### config.mk
export PLATFORM = sky130hd
export DESIGN_NAME = fifo_gen2
export DESIGN_NICKNAME = d
export VERILOG_FILES = /design/src/rtl/fifo_gen2.sv
export SDC_FILE = /design/constraint.sdc
export NUM_CORES = 1
export LEC_CHECK = 0
export ABC_AREA = 1
export CAP_MARGIN = 20
export CORE_ASPECT_RATIO = 1.75
export CORE_MARGIN = 2
export CORE_UTILIZATION = 48
export DETAILED_ROUTE_END_ITERATION = 10
export PLACE_DENSITY = 0.79
export SLEW_MARGIN = 15
export SYNTH_ARGS = -nofsm -noshare
export SYNTH_HDL_FRONTEND = slang
export SYNTH_SLANG_ARGS = --single-unit
### constraint.sdc
create_clock -name clk -period 9.17 [get_ports clk]
set_input_delay 0.917 -clock clk [delete_from_list [all_inputs] [get_ports clk]]
set_output_delay 0.917 -clock clk [all_outputs]
set_load 0.05 [all_outputs]
### src/rtl/fifo_gen2.sv
// Synchronous FIFO with arbitrary depth, occupancy/high-watermark outputs,
// programmable almost-full/almost-empty flags and a synchronous flush.
module fifo_gen2 #(
   parameter int DATA_WIDTH = 32,
   parameter int FIFO_DEPTH = 5,
   parameter int AF_LEVEL   = FIFO_DEPTH - 1,
   parameter int AE_LEVEL   = 1,
   localparam int CW        = $clog2(FIFO_DEPTH + 1)
) (
   input  logic                  clk,
   input  logic                  rst,
   input  logic                  flush_i,
   input  logic [DATA_WIDTH-1:0] push_data_i,
   input  logic                  push_valid_i,
   output logic                  push_grant_o,
   input  logic                  pop_grant_i,
   output logic [DATA_WIDTH-1:0] pop_data_o,
   output logic                  pop_valid_o,
   output logic [CW-1:0]         count_o,
   output logic [CW-1:0]         max_count_o,
   output logic                  almost_full_o,
   output logic                  almost_empty_o
);

   localparam int PW = $clog2(FIFO_DEPTH);
   localparam logic [CW-1:0] DEPTH_C    = CW'(FIFO_DEPTH);
   localparam logic [CW-1:0] AF_C       = CW'(AF_LEVEL);
   localparam logic [CW-1:0] AE_C       = CW'(AE_LEVEL);
   localparam logic [PW-1:0] LAST_PTR_C = PW'(FIFO_DEPTH - 1);

   logic [DATA_WIDTH-1:0] mem [FIFO_DEPTH];
   logic [PW-1:0]         wr_ptr;
   logic [PW-1:0]         rd_ptr;
   logic [CW-1:0]         count_q;
   logic [CW-1:0]         max_q;
   logic [CW-1:0]         count_next;
   logic [CW-1:0]         max_next;
   logic [PW-1:0]         wr_ptr_next;
   logic [PW-1:0]         rd_ptr_next;
   logic                  push;
   logic                  pop;

   // Everything visible at the ports derives from registered state only.
   assign push_grant_o   = (count_q != DEPTH_C);
   assign pop_valid_o    = (count_q != '0);
   assign pop_data_o     = pop_valid_o ? mem[rd_ptr] : '0;
   assign count_o        = count_q;
   assign max_count_o    = max_q;
   assign almost_full_o  = (count_q >= AF_C);
   assign almost_empty_o = (count_q <= AE_C);

   assign push = push_valid_i & push_grant_o;
   assign pop  = pop_valid_o & pop_grant_i;

   always_comb begin
      wr_ptr_next = (wr_ptr == LAST_PTR_C) ? '0 : wr_ptr + 1'b1;
      rd_ptr_next = (rd_ptr == LAST_PTR_C) ? '0 : rd_ptr + 1'b1;
      count_next  = count_q;
      if (push && !pop) begin
         count_next = count_q + 1'b1;
      end else if (pop && !push) begin
         count_next = count_q - 1'b1;
      end
      max_next = (count_next > max_q) ? count_next : max_q;
   end

   always_ff @(posedge clk) begin
      if (rst || flush_i) begin
         wr_ptr  <= '0;
         rd_ptr  <= '0;
         count_q <= '0;
         max_q   <= '0;
      end else begin
         if (push) begin
            wr_ptr <= wr_ptr_next;
         end
         if (pop) begin
            rd_ptr <= rd_ptr_next;
         end
         count_q <= count_next;
         max_q   <= max_next;
      end
   end

   // Storage is never cleared; reset and flush only suppress the write.
   always_ff @(posedge clk) begin
      if (!rst && !flush_i && push) begin
         mem[wr_ptr] <= push_data_i;
      end
   end

endmodule

Run 1, where the registers sit:
Scale bar: 20 um.
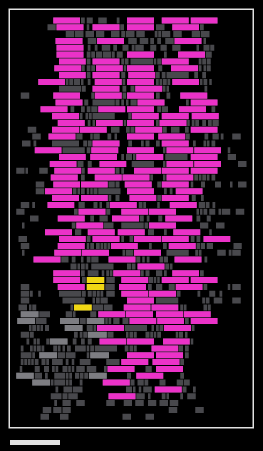
Key: magenta = `mem` [flops 160]; yellow = `wr_ptr` [flops 3]
Another 12 sequential cells are not colored.

Run 1, track usage over the die:
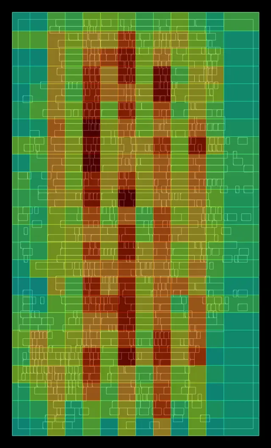
M1 GR Usage: 0.2210
met3 Use GR: 0.04446
GRT Util Overall: 0.2011

Run 1, clock network drawn from the DEF:
Scale bar: 20 um.
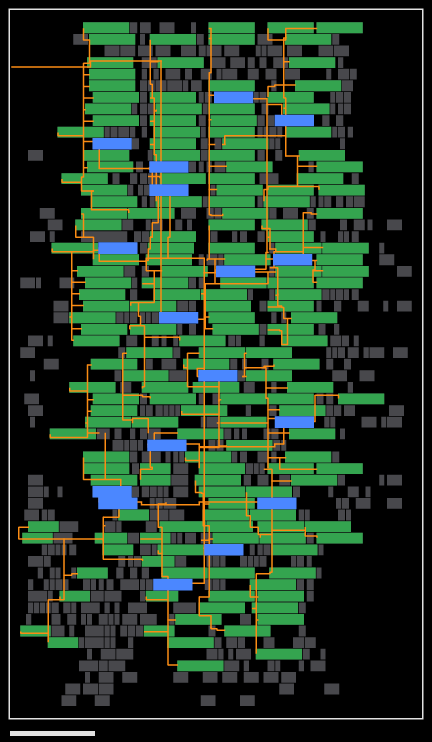
Key: orange = clock wires [length 1630 um]; green = flip-flops [count 175]; blue = clock drivers [count 17]
There are 18 routed clock nets.

==> impl_metrics.yaml, run 1 <==
# implementation run metrics
layout:
  flop-count: 175
  layout_top_cells: "edfxtp_1 (160), o21ai_0 (116), nor2_1 (104), clkdlybuf4s50_1 (78), inv_1 (52)"
  layout_top_cell: "edfxtp_1"
  clkbuf_count: 18
  bufAreaShareNonClock: 0.09570
  fin_nets: 722
  regArea_mm2: 0.005109
  nNonClkBuffers: 84
  final_area_mm2: 0.008707
  logic_gate_count: 339
  area_delta_synth_final_pct: 20.96
  instances_no_fill: 869
  inverters: 57
power_and_ir_drop:
  power_density_mw_per_mm2: 202.7
  totalPowerFinal_mw: 1.765
  seq_power_share: 0.503
  irDropWorstVdd_mv: 0.1555
  p_int_mw: 1.330
  switching_share: 0.2463
  netSwitchingPower_mw: 0.4347
  p_clk_frac: 0.373
  share_comb_of_total_power: 0.125
  p_comb_mw: 0.220
die:
  fp.dieW_um: 96.57
  tap-cell-count: 183
  die-area_mm2: 0.01603
  fp-utilization: 0.4875
min_path:
  hp-class: "flop to flop"
  hold_depth: 2
grt:
  grt_pass1_wl_mm: 24.08
  grt_pass1_vias: 4913
  grt_max_degree: 66
  grt.busiest_layer: "met2"
  antenna_found_initial: 0
  gr-usage-met2: 0.3593
flow_run:
  max_cap_viol_count: 0
logic_synthesis:
  ys_ff: 175
  synth_simple_gate_area_share: 0.08569
  ys_chip_area_mm2: 0.007198
  syn_nets: 650
  synthCells: 602
  top_cells_by_area: "edfxtp_1 (67%), o21ai_0 (8.1%), nor2_1 (5.5%)"
  ys_seq_frac: 0.7092
  post-synth-top-count-cell: "edfxtp_1"
  synth_cell_types: 24
  avgSynthCellArea_um2: 11.96
  flop_cell: "edfxtp_1"
  edf_count: 160
  yosys-stat-cells: 602
setup_path:
  crit_fanout: 65
  r2r_slack_ns: 6.49
  start_kind: "flop"
  cp-end-kind: "output pin"
  crit_arrival_ns: 3.32
  cp-endpoint: "pop_data_o[24]"
  cp_top_family: "buffers and inverters"
  slowest_delay_ns: 0.71
  timing.rr.start: "count_o[0]"
  critical-path-top-cell-by-count: "o21ai_0"
  timing.rr.end: "max_count_o[1]"
route:
  met1_length_mm: 5.628
  first_pass_iters: 7
  route.detailed.drc: 0
  drt_iter0_drc: 465
  routed_wl_mm: 15.29
  viasPerCell: 5.434
  top_layer: "met4"
sta:
  setup_viol: 0
  tns_ns: 0
  grt_setup_unrepaired: "no"
  whs_ns: 0.5041
  slew_headroom: 0.2837
  layout_setup_ws_ns: 4.938
  skew_ns: 0.008186
  worst_pin_slew_ns: 1.072
  hold_viol: 0
  max_freq_mhz: 236.3
outcome:
  status: "finished clean"
placed_design:
  dp_cells: 837
  dpl.hpwl_mm: 8.953
  gp_congestion: 0.7726
clock_tree:
  cts-root-buf: "clkbuf_16"
  tritoncts: "yes"
  cts-htree-levels: 4
  numCtsBuffers: 17
  cts_resized: 0
  post_cts_buffers: 0
==> inputs of run 2 (changes only) <==
- PLACE_DENSITY: 0.79 -> 0.81
- clock period: 9.17 -> 3.6 ns (I/O delays scaled with it)
Run 2, gate-type map:
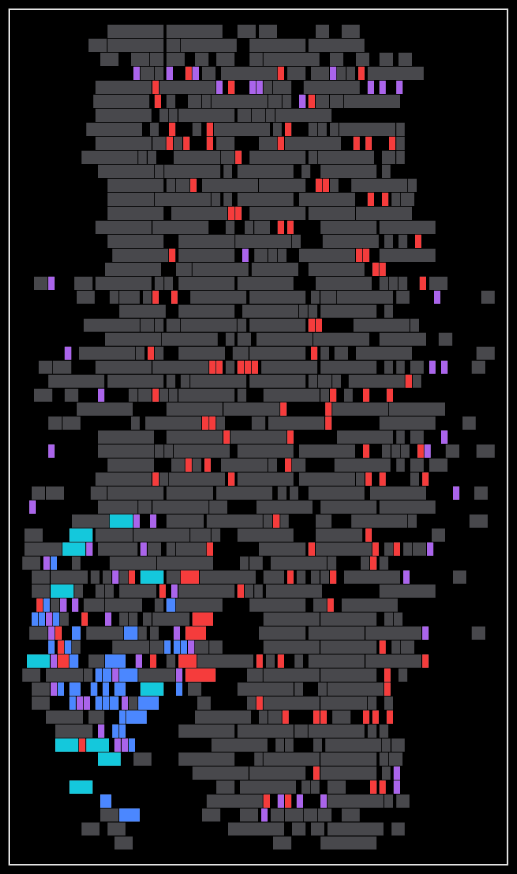
Key: cyan = adder and majority cells [cells 11, most used ha_1, where lower left]; blue = NAND gates [cells 36, most used nand2_1, where lower left]; purple = inverters [cells 57, most used inv_1, where all over the die]; red = NOR gates [cells 110, most used nor2_1]

==> impl_metrics.yaml, run 2 <==
# implementation run metrics
setup_path:
  crit_fanout: 35
  r2r_slack_ns: 0.89
  start_kind: "flop"
  slowest_delay_ns: 0.91
logic_synthesis:
  ys_chip_area_mm2: 0.007198
  ys_ff: 175
  syn_nets: 650
  yosys-stat-cells: 602
  ys_seq_frac: 0.7092
sta:
  worst_pin_slew_ns: 1.060
  skew_ns: 0.006333
  layout_setup_ws_ns: 0.7331
power_and_ir_drop:
  p_clk_frac: 0.401
  switching_share: 0.2569
  netSwitchingPower_mw: 1.208
  irDropWorstVdd_mv: 0.4107
  share_comb_of_total_power: 0.118
layout:
  layout_top_cells: "edfxtp_1 (160), o21ai_0 (116), nor2_1 (104), inv_1 (52), clkdlybuf4s50_1 (46)"
  logic_gate_count: 339
  layout_top_cell: "edfxtp_1"
  nNonClkBuffers: 86
  flop-count: 175
  fin_nets: 724
outcome:
  status: "finished clean"
min_path:
  hp-class: "flop to flop"
  hold_depth: 2
route:
  met1_length_mm: 5.728
  top_layer: "met4"
placed_design:
  gp_congestion: 0.8251
die:
  die-area_mm2: 0.01603
  tap-cell-count: 183
grt:
  grt.met1_usage: 0.2264
  gr-usage-all-layers: 0.1990
clock_tree:
  numCtsBuffers: 17
  cts_resized: 0
flow_run:
  max_cap_viol_count: 0
==> inputs of run 3 (changes only) <==
- PLACE_DENSITY: 0.81 -> 0.79
- clock period: 3.6 -> 3 ns (I/O delays scaled with it)
Run 3, cells colored by class:
Scale bar: 20 um.
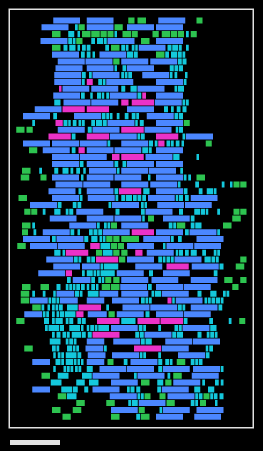
Key: magenta = clock drivers and dummy loads [cells 32]; cyan = combinational and other logic [cells 396]; green = other buffers and delay cells [cells 94]; blue = flops [cells 175]

==> impl_metrics.yaml, run 3 <==
# implementation run metrics
outcome:
  status: "finished clean"
min_path:
  hp-class: "flop to flop"
  hold_depth: 2
route:
  met1_length_mm: 6.010
  top_layer: "met4"
layout:
  flop-count: 175
  fin_nets: 732
  layout_top_cell: "edfxtp_1"
  logic_gate_count: 339
  layout_top_cells: "edfxtp_1 (160), o21ai_0 (116), nor2_1 (104), inv_1 (52), buf_4 (47)"
  nNonClkBuffers: 94
  inverters: 57
  largest_reg_flops: 160
logic_synthesis:
  synthCells: 602
  ys_seq_frac: 0.7092
  syn_nets: 650
  synth_area_mm2: 0.007198
  yosys.area_share.adder: 0.01912
  ys_ff: 175
  ys_chip_area_mm2: 0.007198
  yosys-stat-cells: 602
  post-synth-top-count-cell: "edfxtp_1"
placed_design:
  portBuffers: 78
  gp_congestion: 0.8829
flow_run:
  max_cap_viol_count: 0
power_and_ir_drop:
  p_clk_frac: 0.387
  irDropWorstVdd_mv: 0.4172
  seq_power_share: 0.490
  netSwitchingPower_mw: 1.385
  share_comb_of_total_power: 0.123
sta:
  skew_ns: 0.008016
  worst_pin_slew_ns: 1.050
  hold_viol: 0
  layout_setup_ws_ns: 0.3040
setup_path:
  slowest_delay_ns: 0.99
  r2r_slack_ns: 0.43
  cp-endpoint: "pop_valid_o"
  start_kind: "flop"
  crit_fanout: 18
clock_tree:
  numCtsBuffers: 17
  cts_resized: 0
die:
  num_io_pins: 79
  tap-cell-count: 183
  die-area_mm2: 0.01603
grt:
  grt.met1_usage: 0.2430
  gr-usage-all-layers: 0.2082
  overflow: 0
